**I/O pins on the die edge**

Pins as bars across the die edge, other pins in gray.
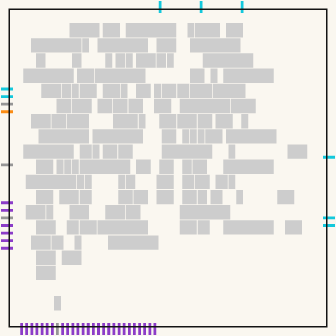
**Wiring by layer**

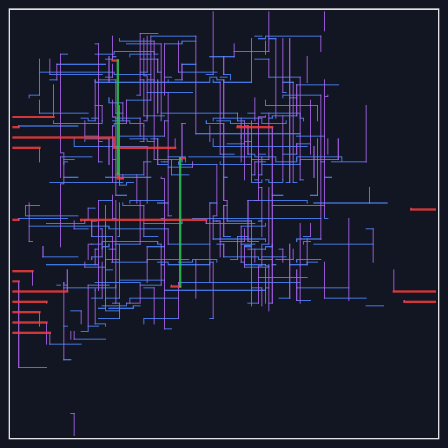
**Logic cells by family**

The bar under the picture is 20 um long.
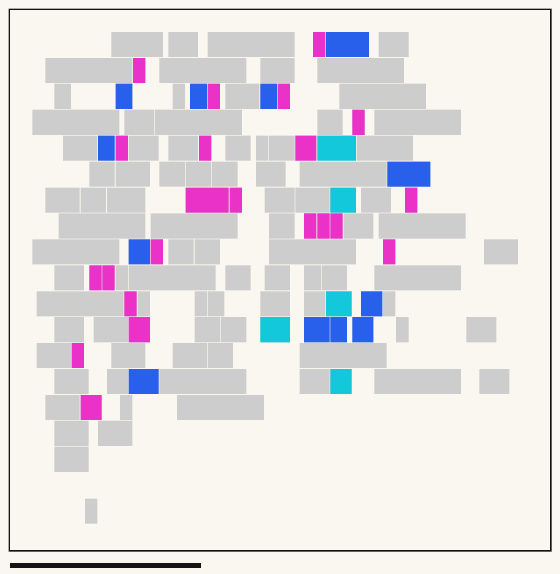
Design gpp, sky130hd; sources not shown.
==> impl_metrics.csv <==
group,metric,value,unit
power,p_leak,0.6128,nW
drt,drt_wl_total,1881,um
finish,lay_top_cells,"dfrtp_1, nand2_1, buf_4",
global_routing,grt_pass1_vias,818,
synth,xor_area_share,8.772,%
sta,whs,0.2922,ns
power,peakVddDrop,1.537,mV
power,seqPwrFrac,37.7,%
setup_path,cp_slowest_cell,"dfrtp_1",
finish,layout.area.top_class,"registers",
power,p_total,2.603,mW
finish,post-route-util,48.86,%
finish,flops,21,
place,dp_hpwl,1447,um
global_routing,gr-total-overflow,0,
synth,synth-edff-count,0,
drt,met3_length,97,um
sta,report.final.hold_viol_count,0,
sta,fmax,736.9,MHz
setup_path,path_delay_family,"simple AND/OR/NAND/NOR gates",
cts,ctsResizeCount,12,
setup_path,start_kind,"register",
synth,ys_area,998.5,um2
global_routing,gr-usage-met3,2.304,%
place,place_worst_setup_slack,-0.03138,ns
status,run_status,"finished, final reports clean",
global_routing,grt_pass1_wl,3422,um
setup_path,crit_required,1.65,ns
finish,inv_count,2,
drt,wl_met2,915,um
drt,drt-met1-wl,836,um
sta,setup_viol,0,
setup_path,worstPathArrival,1.60,ns
Back to the opening pictures, 'I/O pins on the die edge':
- purple: `Data` (pins 32; direction input; edge 26 bottom, 6 left)
- orange: `Rst` (pins 1; direction input; edge left)
- cyan: `Addr` (pins 8; direction output; edge 3 top, 3 right, 2 left)
I/O Buffers: 17
Die Y: 56.67 um
width of the die: 56.67 um

Back to the opening pictures, 'wiring by layer':
- red: met3 (wire length 97.5 um)
- blue: met1 (wire length 837 um)
- purple: met2 (wire length 916 um)
- green: met4 (wire length 32.0 um)
post-DR wirelength/cell: 12.06 um
via count: 795
GR Util All Layers: 13.49%

Back to the opening pictures, 'logic cells by family':
- blue: inverting AOI/OAI gates (cells 12)
- cyan: AND and OR gates (cells 5; where middle)
- magenta: NAND gates (cells 22)
Final Non-Filler Cells: 156
Top cell excl fill/tap: dfrtp_1
combinational fraction of the cell area: 34.22%

Power is estimated from default activity; no workload was simulated.
